===== src/rtl/io_macro_select_ctrl.sv =====
// io_macro_select_ctrl: break-before-make pad mux for N_CH user macros,
// selected by a Wishbone CTRL register or an LA override.
module io_macro_select_ctrl #(
   parameter int          N_CH      = 4,
   parameter int          IO_W      = 38,
   parameter int          GUARD_CYC = 8,
   parameter logic [31:0] BASE_ADDR = 32'h3000_0000
) (
   input  logic               wb_clk_i,
   input  logic               wb_rst_i,
   input  logic               wbs_stb_i,
   input  logic               wbs_cyc_i,
   input  logic               wbs_we_i,
   input  logic [3:0]         wbs_sel_i,
   input  logic [31:0]        wbs_dat_i,
   input  logic [31:0]        wbs_adr_i,
   output logic               wbs_ack_o,
   output logic [31:0]        wbs_dat_o,
   input  logic [N_CH-1:0]    la_active_i,
   input  logic [N_CH*IO_W-1:0] ch_io_out_i,
   input  logic [N_CH*IO_W-1:0] ch_io_oeb_i,
   output logic [IO_W-1:0]    io_out,
   output logic [IO_W-1:0]    io_oeb,
   output logic [N_CH-1:0]    ch_active_o,
   output logic               busy_o
);
   localparam int CW = (N_CH > 1) ? $clog2(N_CH) : 1;
   localparam int GW = (GUARD_CYC > 1) ? $clog2(GUARD_CYC) : 1;
   localparam logic [GW-1:0] GLOAD = GW'(GUARD_CYC - 1);

   typedef enum logic [1:0] {S_OFF, S_GUARD, S_ON} state_e;

   state_e          state_q, state_d;
   logic [CW-1:0]   tgt_q, tgt_d, cur_q, cur_d, la_idx, req;
   logic [GW-1:0]   cnt_q, cnt_d;
   logic [15:0]     swcnt_q, swcnt_d;
   logic [31:0]     ctrl_q, ctrl_d, dat_q, dat_d, status, rdata;
   logic            err_q, err_d, bad_q, ack_q, busy_q, busy_d;
   logic [N_CH-1:0] act_q, act_d;
   logic [IO_W-1:0] out_q, out_d, oeb_q, oeb_d;
   logic [3:0]      req_sel;
   logic [5:0]      off;
   logic            la_ovr, req_raw, req_bad, req_en;
   logic            hit, access, wr, rd, err_clr, drive;
   logic            unused_adr;

   assign unused_adr = ^wbs_adr_i[1:0];

   always_comb begin
      la_idx = '0;
      for (int i = N_CH - 1; i >= 0; i--) begin
         if (la_active_i[i]) la_idx = CW'(i);
      end
      la_ovr = |la_active_i;
      if (la_ovr) begin
         req_sel = 4'(la_idx);
         req_raw = 1'b1;
      end else begin
         req_sel = ctrl_q[3:0];
         req_raw = ctrl_q[31];
      end
      req_bad = req_raw && ({1'b0, req_sel} >= 5'(N_CH));
      req_en  = req_raw && !req_bad;
      req     = req_sel[CW-1:0];
   end

   assign off    = wbs_adr_i[7:2];
   assign hit    = wbs_adr_i[31:8] == BASE_ADDR[31:8];
   assign access = wbs_stb_i && wbs_cyc_i && !ack_q && hit;
   assign wr     = access && wbs_we_i;
   assign rd     = access && !wbs_we_i;
   assign err_clr = wr && (off == 6'd1) && wbs_dat_i[11];

   assign status = {swcnt_q, 4'b0, err_q, la_ovr,
                    state_q == S_GUARD, state_q == S_ON,
                    4'b0, 4'(cur_q)};

   always_comb begin
      ctrl_d = ctrl_q;
      if (wr && off == 6'd0) begin
         for (int b = 0; b < 4; b++) begin
            if (wbs_sel_i[b]) ctrl_d[8*b +: 8] = wbs_dat_i[8*b +: 8];
         end
      end
      if (off == 6'd0)      rdata = ctrl_q;
      else if (off == 6'd1) rdata = status;
      else                  rdata = '0;
      dat_d = rd ? rdata : '0;
      // ERR latches on the onset of a bad request so software can clear it
      err_d = (err_q && !err_clr) || (req_bad && !bad_q);
   end

   always_comb begin
      state_d = state_q;
      tgt_d   = tgt_q;
      cnt_d   = cnt_q;
      cur_d   = cur_q;
      swcnt_d = swcnt_q;
      unique case (state_q)
         S_OFF: begin
            if (req_en) begin
               state_d = S_GUARD;
               tgt_d   = req;
               cnt_d   = GLOAD;
            end
         end
         S_GUARD: begin
            if (!req_en) begin
               state_d = S_OFF;
            end else if (req != tgt_q) begin
               tgt_d = req;
               cnt_d = GLOAD;
            end else if (cnt_q == '0) begin
               state_d = S_ON;
               cur_d   = tgt_q;
               if (swcnt_q != 16'hFFFF) swcnt_d = swcnt_q + 16'd1;
            end else begin
               cnt_d = cnt_q - 1'b1;
            end
         end
         S_ON: begin
            if (!req_en) begin
               state_d = S_OFF;
            end else if (req != cur_q) begin
               state_d = S_GUARD;
               tgt_d   = req;
               cnt_d   = GLOAD;
            end
         end
         default: state_d = S_OFF;
      endcase

      act_d  = (state_d == S_ON) ? (N_CH'(1) << cur_d) : '0;
      busy_d = state_d == S_GUARD;
      // pads follow one cycle behind ch_active_o on entry, drop with it on exit
      drive  = (state_q == S_ON) && (state_d == S_ON);
      out_d  = drive ? ch_io_out_i[int'(cur_q)*IO_W +: IO_W] : '0;
      oeb_d  = drive ? ch_io_oeb_i[int'(cur_q)*IO_W +: IO_W] : '1;
   end

   always_ff @(posedge wb_clk_i or posedge wb_rst_i) begin
      if (wb_rst_i) begin
         state_q <= S_OFF;
         tgt_q   <= '0;
         cnt_q   <= '0;
         cur_q   <= '0;
         swcnt_q <= '0;
         ctrl_q  <= '0;
         err_q   <= 1'b0;
         bad_q   <= 1'b0;
         ack_q   <= 1'b0;
         dat_q   <= '0;
         act_q   <= '0;
         busy_q  <= 1'b0;
         out_q   <= '0;
         oeb_q   <= '1;
      end else begin
         state_q <= state_d;
         tgt_q   <= tgt_d;
         cnt_q   <= cnt_d;
         cur_q   <= cur_d;
         swcnt_q <= swcnt_d;
         ctrl_q  <= ctrl_d;
         err_q   <= err_d;
         bad_q   <= req_bad;
         ack_q   <= access;
         dat_q   <= dat_d;
         act_q   <= act_d;
         busy_q  <= busy_d;
         out_q   <= out_d;
         oeb_q   <= oeb_d;
      end
   end

   assign wbs_ack_o   = ack_q;
   assign wbs_dat_o   = dat_q;
   assign ch_active_o = act_q;
   assign busy_o      = busy_q;
   assign io_out      = out_q;
   assign io_oeb      = oeb_q;

endmodule


===== config.mk =====
export PLATFORM = sky130hd
export DESIGN_NAME = io_macro_select_ctrl
export DESIGN_NICKNAME = d
export VERILOG_FILES = /design/src/rtl/io_macro_select_ctrl.sv
export SDC_FILE = /design/constraint.sdc
export NUM_CORES = 1
export LEC_CHECK = 0
export CORE_AREA = 2 2 190 192
export DETAILED_ROUTE_END_ITERATION = 16
export DIE_AREA = 0 0 192 194
export SLEW_MARGIN = 30
export SYNTH_ARGS = -nofsm -noshare
export SYNTH_HDL_FRONTEND = slang
export SYNTH_SLANG_ARGS = --single-unit
export TNS_END_PERCENT = 1

===== constraint.sdc =====
create_clock -name wb_clk_i -period 9.4 [get_ports wb_clk_i]
set_input_delay 2.35 -clock wb_clk_i [delete_from_list [all_inputs] [get_ports wb_clk_i]]
set_output_delay 2.35 -clock wb_clk_i [all_outputs]
set_load 0.02 [all_outputs]

==> images/class_map.png <==
(2 px per um)
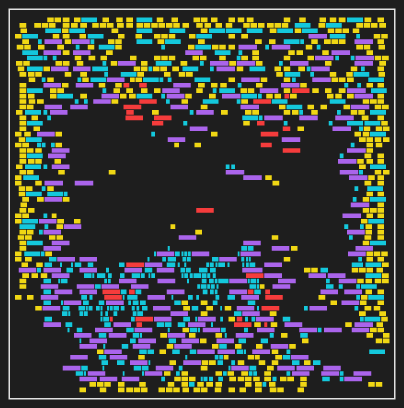
red -> clock drivers and dummy loads  # cells 32, share of their area 4.2%
purple -> registers  # cells 173, share of their area 32%
yellow -> remaining buffers and delay cells  # cells 499, share of their area 36%
cyan -> remaining logic cells  # cells 375, share of their area 28%

==> images/closeup.png <==
Window x 36 to 61, y 133 to 158 um. Cells in grey, sequential cells in the stronger grey; small squares are vias.
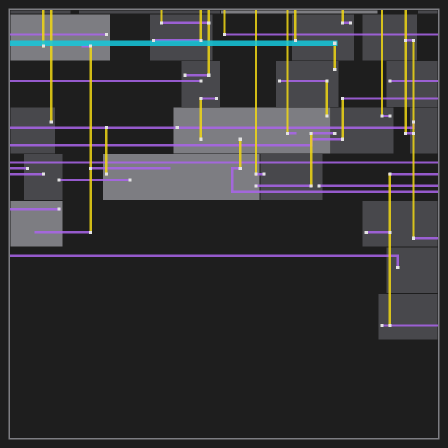
yellow -> M2
purple -> M1
cyan -> M3
netlist names of flops here include = io_out (3)
most frequent = clkdlybuf4s50_1 (7), dfrtp_1 (3), nor2b_1 (2)
cells with their middle in the window = 14
sequential cells in the window = 3

==> run_results.csv <==
group,metric,value,unit
place,finalWeightedCongestion,0.9036,
power,leakage,0.005838,uW
global_routing,grt_pass1_vias,7101,
floorplanning,core_area,35220,um^2
logic_synthesis,ys_ff,173,
logic_synthesis,topCellsByArea,"dfrtp_1, mux4_2, dfstp_2, mux2_2, nor2b_1",
logic_synthesis,ys_cells,583,
logic_synthesis,top_area_frac,0.4036,
hold_path,hold_path_end,"err_q",
critical_path,setup.worst_path.start,"la_active_i[0]",
global_routing,grtUsageTotal,0.1666,
critical_path,crit_type,"in2reg",
critical_path,r2r-start,"cur_q[0]",
layout,final_core_util,0.4070,
run,maxCapViolations,0,
critical_path,crit_slowest_cell,"or4_1",
route,wl,31410,um
sta,final_period_minus_worst_setup_slack,4774,ps
route,drtPass1Iterations,4,
logic_synthesis,synth_dominant_cell_count,"dfrtp_1",
power,peakVddDrop,116.4,uV
logic_synthesis,edf_count,0,
power,power_density,127.9,nW/um^2
critical_path,r2r-end,"io_out[30]",
sta,finalHoldViolations,0,
floorplanning,initial_utilization,0.2376,
logic_synthesis,synth_warnings,0,
place,dp_hpwl,25070,um
power,share_comb_of_total_power,0.199,
floorplanning,dieArea,37250,um^2
route,dr.first_iter.drc_count,294,
place,port_buffers,492,
logic_synthesis,top_cells_by_count,"dfrtp_1, mux4_2, nor2b_1",
run_status,outcome,"finished clean",
logic_synthesis,top_area_cell,"dfrtp_1",
floorplanning,die_x,192,um
clocking,ctsHoldBuffers,0,
power,pwr-share-seq,0.421,
route,via_per_inst,4.394,
route,via_count,6771,
sta,slew_headroom,0.3308,
clocking,cts_htree_levels,4,
sta,setup_viol,0,
floorplanning,ios,495,
logic_synthesis,ff_type,"dfrtp_1",
clocking,cts_resized,0,
logic_synthesis,ys_types,48,
logic_synthesis,syn_area_per_cell,14.36,um^2
sta,rsz0062_at_grt,"no",
critical_path,worstPathMaxFanout,75,
power,switching_share,0.2594,
power,p_switching,475.5,uW
clocking,cts_tree,"done",
critical_path,critPathCaptureType,"flip-flop",
critical_path,path_cells,"clkdlybuf4s50_1 -> or4_1 -> a21oi_1 -> or3_2 -> buf_4 -> o32ai_1",
critical_path,crit_path_max_incr_delay,660,ps
logic_synthesis,ys_seq_share,0.5229,
critical_path,crit_family,"buffers and inverters",
layout,drive_gt1_frac,0.1863,
clocking,cts.sinks,173,
clocking,clock_path_buffers,2,
clocking,cts_root_buf,"clkbuf_16",
critical_path,crit_required,9680,ps
critical_path,crit_path_start_kind,"input pin",
sta,worst_pin_slew,1004,ps
floorplanning,die_h,194,um
global_routing,antenna_found_initial,0,
clocking,numCtsBuffers,17,
hold_path,hp-class,"reg2reg",
hold_path,hp-start,"bad_q",
clocking,clkTransAtPathRegs,70,ps
power,clock_power_share,0.380,
sta,fmax,0.2095,GHz
global_routing,grt_overflow,0,
critical_path,cp.arrival,5060,ps
place,placed_area,13760,um^2
route,drc,0,
sta,tns,0,ps
floorplanning,rows,69,
run,warnings,32,
route,ant_nets,0,
sta,skew,12.89,ps
hold_path,whs_path_depth,1,
clocking,clkLatencyLatePin,430,ps
critical_path,r2r_cells,4,
critical_path,rrSetupSlack,6550,ps
layout,syn2layout_area_growth,71.30,%
logic_synthesis,yosys_area,8369,um^2
==> images/sizing.png <==
(2 px per um)
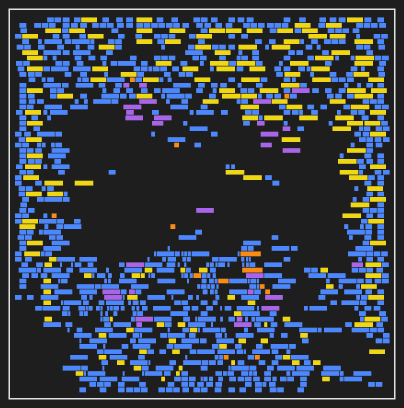
blue -> x1 and smaller  # cells 878, share 81%
purple -> x6 and larger  # cells 29, share 2.7%
yellow -> x2  # cells 159, share 15%
orange -> x3 and x4  # cells 13, share 1.2%
Finished Cell Area: 14,340 um^2
count of plain and timing-repair buffers: 499
final setup margin: 4626 ps

==> images/congestion_map.png <==
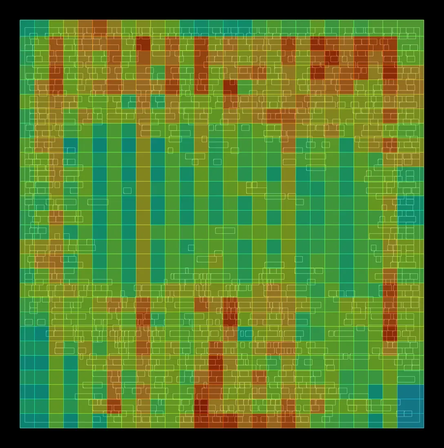
DR WL/cell: 20.38 um
GR peak layer: met2
GR Layer Usage met2: 0.2792
grt met3 use: 0.04271

-- logic make-up after synthesis --
logic type	synth area share
adder cells (fa/ha/maj)	0.004485
buffers and inverters	0.02541
multiplexers	0.2796
AND/OR/NAND/NOR	0.1331
flip-flops	0.5229
XOR/XNOR	0.01570
AND-OR/OR-AND	0.01884
-- sequential cells by signal (all words and copies together), names as in the netlist, 2 cells and up --
signal       cells
tgt_q            2
wbs_dat_o       32
cur_q            2
ctrl_q          32
state_q          2
io_out          38
cnt_q            3
ch_active_o      4
swcnt_q         16
io_oeb          38
-- layout by cell type, fill, tap and decap left out, drive strengths merged, types with 2 or more instances in the layout --
master / count
a21oi: 5
clkinv: 5
or2: 38
xor2: 7
ha: 3
buf: 7
o21ai: 5
dfstp: 38
clkdlybuf4s50: 492
clkinvlp: 2
nand3: 7
clkbuf: 17
xnor2: 8
nor4b: 2
mux2: 35
o32ai: 4
or4: 4
nand4: 8
nor2: 33
dfrtp: 135
nor3: 7
o31ai: 3
or3: 4
and3: 3
nor4: 7
nor2b: 41
nand2: 17
mux2i: 23
and4: 2
mux4: 76
nand2b: 2
and2: 12
inv: 16
-- worst max path at each step --
stage / to / slack, ps / cells after the start
after floorplan: bad_q / 2420 / 1
after global placement: ch_active_o[3] / 4140 / 6
after detailed placement: ch_active_o[0] / 4120 / 6
after CTS: ch_active_o[0] / 4600 / 6
after global routing: ch_active_o[1] / 4440 / 6
final: ch_active_o[0] / 4630 / 6
-- per-layer routing --
layer | up-vias | global-route usage | share of wire
li1 | 3114 | - | -
met1 | 3383 | 0.2126 | 0.41
met2 | 255 | 0.2792 | 0.50
met3 | 19 | 0.04271 | 0.080
met4 | 0 | 0.04467 | 0.011
met5 | - | 0 | 0
-- worst reg2reg max path: stages (launching register included) --
cell and delay [ps]:
dfrtp_4 550, buf_4 700, buf_4 670, mux4_2 640, nor2b_1 160
-- final cells by class --
type | instances | area (um^2)
Antenna cell | 1 | 2.502
Timing Repair Buffer | 499 | 4977
Multi-Input combinational cell | 367 | 3781
Sequential cell | 173 | 4384
Inverter | 8 | 42.54
Fill cell | 3322 | 20890
Tap cell | 461 | 576.8
Clock buffer | 17 | 425.4
Clock inverter | 15 | 146.4
-- power by group through the flow --
| stage | Clock, uW | Combinational [uW] | Sequential, uW |
|---|---|---|---|
| floorplan | 0 | 170 | 780 |
| global placement | 0 | 366 | 785 |
| detailed placement | 0 | 369 | 786 |
| CTS | 724 | 371 | 772 |
| global route | 753 | 393 | 774 |
| finish | 696 | 364 | 772 |
-- stage by stage --
stage | setup WS (ps) | hold slack, ps | cells | total power [uW]
after floorplan | 2424 | 407.7 | 583 | 950.0
after global placement | 4136 | 422.0 | 1508 | 1151
after detailed placement | 4121 | 428.2 | 1508 | 1155
after CTS | 4602 | 438.5 | 1540 | 1867
after global routing | 4441 | 452.1 | 1540 | 1920
final | 4626 | 434.5 | 1541 | 1833
No activity file was given, so power comes from the tool's default toggle rates.
